<file path="config.mk">
export PLATFORM = sky130hd
export DESIGN_NAME = placar_truco_param_flat
export DESIGN_NICKNAME = d
export VERILOG_FILES = /design/src/rtl/placar_pkg.sv /design/src/rtl/placar_truco_param_if.sv /design/src/rtl/detector_borda.sv /design/src/rtl/placar_truco_param.sv /design/src/flat_wrapper.sv
export SDC_FILE = /design/constraint.sdc
export NUM_CORES = 1
export LEC_CHECK = 0
export ABC_AREA = 1
export ABC_CLOCK_PERIOD_IN_PS = 3200
export CAP_MARGIN = 30
export CORE_UTILIZATION = 54
export CTS_CLUSTER_SIZE = 28
export DETAILED_ROUTE_END_ITERATION = 10
export GPL_ROUTABILITY_DRIVEN = 0
export PLACE_DENSITY = 0.83
export SYNTH_ARGS = -nofsm -noshare
export SYNTH_HDL_FRONTEND = slang
export SYNTH_HIERARCHICAL = 1
export SYNTH_SLANG_ARGS = --single-unit
</file>
<file path="constraint.sdc">
create_clock -name clk -period 3.2 [get_ports clk]
set_clock_uncertainty 0.15 [all_clocks]
set_input_delay 0.96 -clock clk [delete_from_list [all_inputs] [get_ports clk]]
set_output_delay 0.96 -clock clk [all_outputs]
set_load 0.02 [all_outputs]
</file>
<file path="src/rtl/placar_pkg.sv">
// Shared types and bet-sequence helpers for the truco scoreboard.
package placar_pkg;

  typedef enum logic [2:0] {
    INICIO  = 3'd0,
    ADD     = 3'd1,
    TENTO   = 3'd2,
    COMPARA = 3'd3,
    FINAL   = 3'd4
  } estado_t;

  localparam logic [3:0] APOSTA_1  = 4'd1;
  localparam logic [3:0] APOSTA_3  = 4'd3;
  localparam logic [3:0] APOSTA_6  = 4'd6;
  localparam logic [3:0] APOSTA_9  = 4'd9;
  localparam logic [3:0] APOSTA_12 = 4'd12;

  // Bet ladder 1->3->6->9->12; the top value is sticky.
  function automatic logic [3:0] proxima_aposta(input logic [3:0] atual);
    case (atual)
      APOSTA_1: return APOSTA_3;
      APOSTA_3: return APOSTA_6;
      APOSTA_6: return APOSTA_9;
      APOSTA_9: return APOSTA_12;
      default:  return APOSTA_12;
    endcase
  endfunction

endpackage

</file>
<file path="src/rtl/placar_truco_param_if.sv">
// Button inputs and registered scoreboard outputs, plus FSM state for debug.
interface placar_truco_param_if #(
  parameter int N_TIMES    = 2,
  parameter int PONTOS_MAX = 12,
  parameter int TENTOS_MAX = 3
);
  import placar_pkg::*;

  localparam int PW = $clog2(PONTOS_MAX + 1);
  localparam int TW = $clog2(TENTOS_MAX + 1);
  localparam int VW = ($clog2(N_TIMES) > 1) ? $clog2(N_TIMES) : 1;

  // No valid/ready pair: buttons are levels and every rising edge is one
  // request. A request is accepted only while ocupado=0; edges seen while
  // ocupado=1 are dropped, never queued.
  logic [N_TIMES-1:0]    btn;
  logic                  btn_truco;
  logic [N_TIMES*PW-1:0] pontuacao;
  logic [N_TIMES*TW-1:0] tentos;
  logic [3:0]            aposta;
  logic [VW-1:0]         vencedor;
  logic                  jogo_encerrado;
  logic                  ocupado;
  estado_t               estado;

  modport master (
    output btn, btn_truco,
    input  pontuacao, tentos, aposta, vencedor, jogo_encerrado, ocupado, estado
  );

  modport slave (
    input  btn, btn_truco,
    output pontuacao, tentos, aposta, vencedor, jogo_encerrado, ocupado, estado
  );

endinterface

</file>
<file path="src/rtl/detector_borda.sv">
// Rising-edge detector; stays disarmed for the first cycle after reset so a
// button already held when reset falls never produces an edge.
module detector_borda #(
  parameter int W = 1
) (
  input  logic         clk,
  input  logic         rst,
  input  logic [W-1:0] din,
  output logic [W-1:0] borda
);

  logic [W-1:0] prev;
  logic         armado;

  always_ff @(posedge clk) begin
    if (rst) begin
      prev   <= '0;
      armado <= 1'b0;
    end else begin
      prev   <= din;
      armado <= 1'b1;
    end
  end

  assign borda = din & ~prev & {W{armado}};

endmodule

</file>
<file path="src/rtl/placar_truco_param.sv">
// Truco scoreboard: edge-detected buttons feed one FSM that adds the current
// bet to a team, closes tentos at PONTOS_MAX and the game at TENTOS_MAX.
module placar_truco_param
  import placar_pkg::*;
#(
  parameter int N_TIMES    = 2,
  parameter int PONTOS_MAX = 12,
  parameter int TENTOS_MAX = 3
) (
  input logic                clk,
  input logic                rst,
  placar_truco_param_if.slave bus
);

  localparam int PW = $clog2(PONTOS_MAX + 1);
  localparam int TW = $clog2(TENTOS_MAX + 1);
  localparam int VW = ($clog2(N_TIMES) > 1) ? $clog2(N_TIMES) : 1;
  localparam int SW = ((PW > 4) ? PW : 4) + 1;

  logic [N_TIMES:0]   bordas;
  logic [N_TIMES-1:0] borda_btn;
  logic               borda_truco;

  detector_borda #(.W(N_TIMES + 1)) u_borda (
    .clk   (clk),
    .rst   (rst),
    .din   ({bus.btn_truco, bus.btn}),
    .borda (bordas)
  );

  assign {borda_truco, borda_btn} = bordas;

  estado_t       estado, prox;
  logic [VW-1:0] time_r, time_sel;
  logic [PW-1:0] pontos   [N_TIMES];
  logic [TW-1:0] tentos_q [N_TIMES];
  logic [3:0]    aposta_q;
  logic [VW-1:0] vencedor_q;
  logic          encerrado_q;
  logic          ocupado_q;
  logic [SW-1:0] soma;
  logic [PW-1:0] pontos_sat;

  always_comb begin
    prox     = estado;
    time_sel = '0;
    // Scanning downward leaves the lowest pressed index selected.
    for (int i = N_TIMES - 1; i >= 0; i--) begin
      if (borda_btn[i]) time_sel = VW'(i);
    end
    soma       = SW'(pontos[time_r]) + SW'(aposta_q);
    pontos_sat = (soma >= SW'(PONTOS_MAX)) ? PW'(PONTOS_MAX) : soma[PW-1:0];
    case (estado)
      INICIO:  if (|borda_btn) prox = ADD;
      ADD:     prox = (pontos_sat == PW'(PONTOS_MAX)) ? TENTO : INICIO;
      TENTO:   prox = COMPARA;
      COMPARA: prox = (tentos_q[time_r] == TW'(TENTOS_MAX)) ? FINAL : INICIO;
      FINAL:   prox = FINAL;
      default: prox = INICIO;
    endcase
  end

  always_ff @(posedge clk) begin
    if (rst) begin
      estado      <= INICIO;
      time_r      <= '0;
      aposta_q    <= APOSTA_1;
      vencedor_q  <= '0;
      encerrado_q <= 1'b0;
      ocupado_q   <= 1'b0;
      for (int i = 0; i < N_TIMES; i++) begin
        pontos[i]   <= '0;
        tentos_q[i] <= '0;
      end
    end else begin
      estado      <= prox;
      ocupado_q   <= (prox != INICIO);
      encerrado_q <= (prox == FINAL);
      case (estado)
        INICIO: begin
          if (|borda_btn) time_r <= time_sel;
          else if (borda_truco) aposta_q <= proxima_aposta(aposta_q);
        end
        ADD: begin
          pontos[time_r] <= pontos_sat;
          aposta_q       <= APOSTA_1;
        end
        TENTO: begin
          if (tentos_q[time_r] < TW'(TENTOS_MAX))
            tentos_q[time_r] <= tentos_q[time_r] + TW'(1);
          for (int i = 0; i < N_TIMES; i++) pontos[i] <= '0;
        end
        COMPARA: begin
          if (prox == FINAL) vencedor_q <= time_r;
        end
        default: ;
      endcase
    end
  end

  for (genvar g = 0; g < N_TIMES; g++) begin : g_saida
    assign bus.pontuacao[g*PW +: PW] = pontos[g];
    assign bus.tentos[g*TW +: TW]    = tentos_q[g];
  end

  assign bus.aposta         = aposta_q;
  assign bus.vencedor       = vencedor_q;
  assign bus.jogo_encerrado = encerrado_q;
  assign bus.ocupado        = ocupado_q;
  assign bus.estado         = estado;

endmodule

</file>
<file path="src/flat_wrapper.sv">
// flat-port wrapper written by rule: the top's interface ports become plain ports
module placar_truco_param_flat import placar_pkg::*;
#(
  parameter int N_TIMES    = 2,
  parameter int PONTOS_MAX = 12,
  parameter int TENTOS_MAX = 3
)
  (clk, rst, bus_btn, bus_btn_truco, bus_pontuacao, bus_tentos, bus_aposta, bus_vencedor, bus_jogo_encerrado, bus_ocupado, bus_estado);
  placar_truco_param_if #(.N_TIMES(N_TIMES), .PONTOS_MAX(PONTOS_MAX), .TENTOS_MAX(TENTOS_MAX)) bus_i ();
  input logic clk;
  input logic rst;
  input wire logic [$bits(bus_i.btn)-1:0] bus_btn;
  input wire logic [$bits(bus_i.btn_truco)-1:0] bus_btn_truco;
  output wire logic [$bits(bus_i.pontuacao)-1:0] bus_pontuacao;
  output wire logic [$bits(bus_i.tentos)-1:0] bus_tentos;
  output wire logic [$bits(bus_i.aposta)-1:0] bus_aposta;
  output wire logic [$bits(bus_i.vencedor)-1:0] bus_vencedor;
  output wire logic [$bits(bus_i.jogo_encerrado)-1:0] bus_jogo_encerrado;
  output wire logic [$bits(bus_i.ocupado)-1:0] bus_ocupado;
  output wire logic [$bits(bus_i.estado)-1:0] bus_estado;
  assign bus_i.btn = bus_btn;
  assign bus_i.btn_truco = bus_btn_truco;
  assign bus_pontuacao = bus_i.pontuacao;
  assign bus_tentos = bus_i.tentos;
  assign bus_aposta = bus_i.aposta;
  assign bus_vencedor = bus_i.vencedor;
  assign bus_jogo_encerrado = bus_i.jogo_encerrado;
  assign bus_ocupado = bus_i.ocupado;
  assign bus_estado = bus_i.estado;
  placar_truco_param #(.N_TIMES(N_TIMES), .PONTOS_MAX(PONTOS_MAX), .TENTOS_MAX(TENTOS_MAX)) u_core (.clk(clk), .rst(rst), .bus(bus_i));
endmodule
</file>
Figure 1. M1 wires.
Scale bar: 20 um. Supply wires on this layer in gray.
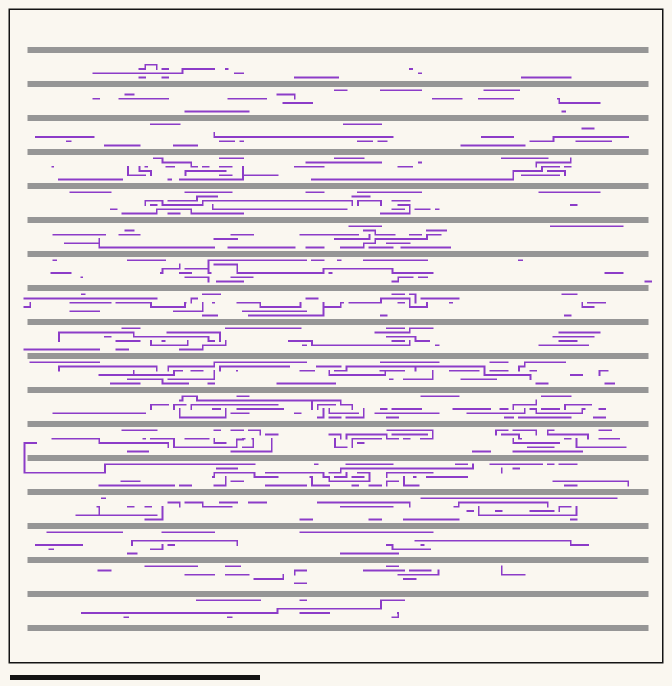
The layer carries 1110 um of wire. The layer holds 44% of the routed length.
GR met1 Demand/Resource: 0.239
final WL: 2550 um
vias: 1096

Figure 2. Placed cells, one color a class.
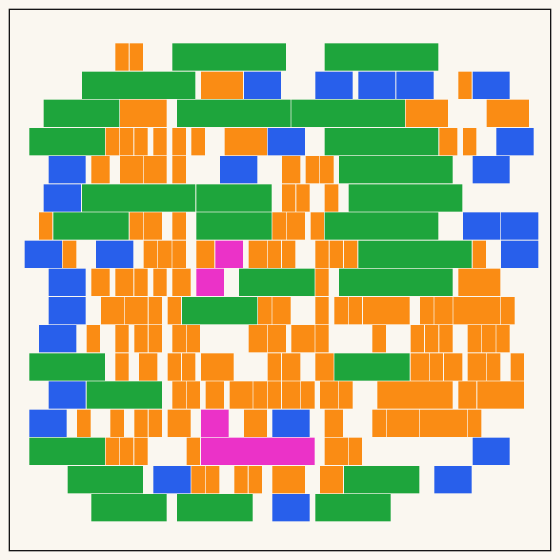
Key: orange = all other logic [cells 133, share of their area 40%]; magenta = clock drivers and dummy loads [cells 4, share of their area 3.2%]; blue = other buffers and delay cells [cells 26, share of their area 16%]; green = flops [cells 28, share of their area 41%]
fraction of area in registers: 0.401
Final Cell Area: 1700 um^2
CORE AREA: 2300 um^2

Figure 3. Routing congestion map.
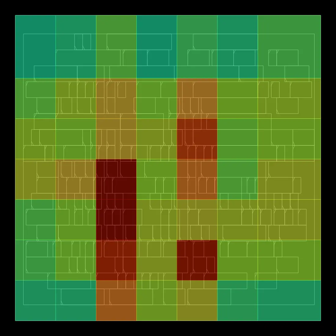
Core Util, Final: 0.739
GRT busiest layer: met2
met3 usage: 0.0205

==> results.cfg <==
; synthesis and place-and-route metrics
[layout]
nets = 203
num-fill-cells = 188
area_growth_pct = 25.0
antenna_cells = 0

[detailed_routing]
avgRoutedWirePerCell_um = 11.6

[clock_network]
cts_made_buffers = 3
htreeDepth = 1
clk-insertion-delay-late_ns = 0.31
cts_root_buf = clkbuf_4

[logic_synthesis]
flop_cell = dfxtp_1
syn-num-nets = 174
yosysMostFrequentCell = inv_1
postSynthCellCount = 163
ys_seq_frac = 0.501
topCellsByArea = edfxtp_1 27%, dfxtp_1 24%, inv_1 9.4%

[critical_path]
critPathTopFamily = buffers and inverters
cp.required_ns = 2.09
startpoint_type = flip-flop
crit_path_max_fanout = 5
r2r_setup_slack_ns = 0.87
crit_start = u_core/bus.aposta[0]
endpoint = bus_aposta[0]
worstPathCellList = clkdlybuf4s50_1

[floorplanning]
die_y_um = 52.1

[final_timing]
maxSlewViolCount = 0
holdWs_ns = 0.384
tns_ns = 0
rsz0062_at_grt = no
finalHoldViolCount = 0

[flow_run]
openroad.warnings = 26
drv_cap = 0

[grt]
grt_usage = 0.209
grt_pass1_wl_um = 4190

[placement]
dp_slack_ns = 0.493
hpwl_um = 1980
post_dp_cell_area_um2 = 1640

[min_path]
min_path_type = reg -> reg

[outcome]
status = complete, no violations

[power_and_ir_drop]
p_leak_nw = 0.800
ir_drop_mv = 0.502
==> worst min path at each step <==
stage / start / end / slack (ns) / depth (start not counted)
2_1_floorplan: u_core/u_borda/prev[1] / flip-flop / 0.34 / 3
3_3_place_gp: u_core/bus.aposta[3] / u_core/bus.aposta[3] / 0.36 / 2
3_5_place_dp: u_core/bus.aposta[3] / u_core/bus.aposta[3] / 0.38 / 2
4_1_cts: u_core/bus.aposta[3] / u_core/bus.aposta[3] / 0.40 / 2
5_1_grt: u_core/bus.aposta[3] / u_core/bus.aposta[3] / 0.42 / 2
6_report: u_core/bus.aposta[3] / u_core/bus.aposta[3] / 0.38 / 2
==> state kept, by name, summed over array words and instances, names as in the netlist, named ones only <==
register	flops
u_core/tentos_q	4
u_core/bus.ocupado	1
u_core/time_r	1
u_core/u_borda/prev	3
u_core/pontos	8
u_core/bus.jogo_encerrado	1
u_core/bus.vencedor	1
u_core/bus.aposta	4
u_core/bus.estado	3
u_core/u_borda/armado	1
==> per-stage QoR <==
stage                     std cells   util
after global routing            219  0.739
after global placement          215  0.716
final                           219  0.739
after CTS                       219  0.739
after floorplan                 163      -
after detailed placement        215  0.716
==> cells by family after synthesis <==
group / share of synthesized area
simple gates: 0.229
buf+inv: 0.103
flops: 0.501
compound gates: 0.0571
fa+ha+maj: 0.0608
mux: 0.0415
xor+xnor: 0.00645
==> layout make-up <==
type / instances / area [um^2] / share of cell area
inverters: 35 / 131 / 0.0774
multi-input cells: 98 / 537 / 0.316
repair buffers: 26 / 260 / 0.153
well taps: 28 / 35.0 / 0.0206
clock buffers: 3 / 22.5 / 0.0133
flip-flops and latches: 28 / 681 / 0.401
clock inverters: 1 / 30.0 / 0.0177
==> where the power goes <==
part / internal, mW / switching, mW / leakage [nW]
registers: 0.403 / 0.0238 / 0.256
clock network: 0.127 / 0.0972 / 0.0279
logic: 0.108 / 0.161 / 0.517
==> layout by cell type (no fill, tap or decap), drive strengths merged <==
| cell | count |
|---|---|
| inv | 35 |
| o21ai | 7 |
| a221oi | 1 |
| xor2 | 1 |
| mux2 | 5 |
| nand4 | 2 |
| or2 | 3 |
| ha | 5 |
| nor3 | 2 |
| nor4 | 1 |
| bufinv | 1 |
| dfxtp | 16 |
| nand3 | 11 |
| clkbuf | 3 |
| nand2 | 29 |
| edfxtp | 12 |
| clkdlybuf4s50 | 26 |
| nor2 | 24 |
| fa | 1 |
| a21oi | 6 |
==> per-layer routing <==
metal / share of wire / global-route usage / up-vias
met5: 0 / 0 / -
met4: 0.0055 / 0.0877 / 0
met3: 0.036 / 0.0205 / 2
met2: 0.52 / 0.391 / 26
met1: 0.44 / 0.239 / 499
li1: - / - / 569
Power figures rest on the tool's default switching activity, not on a simulated workload.
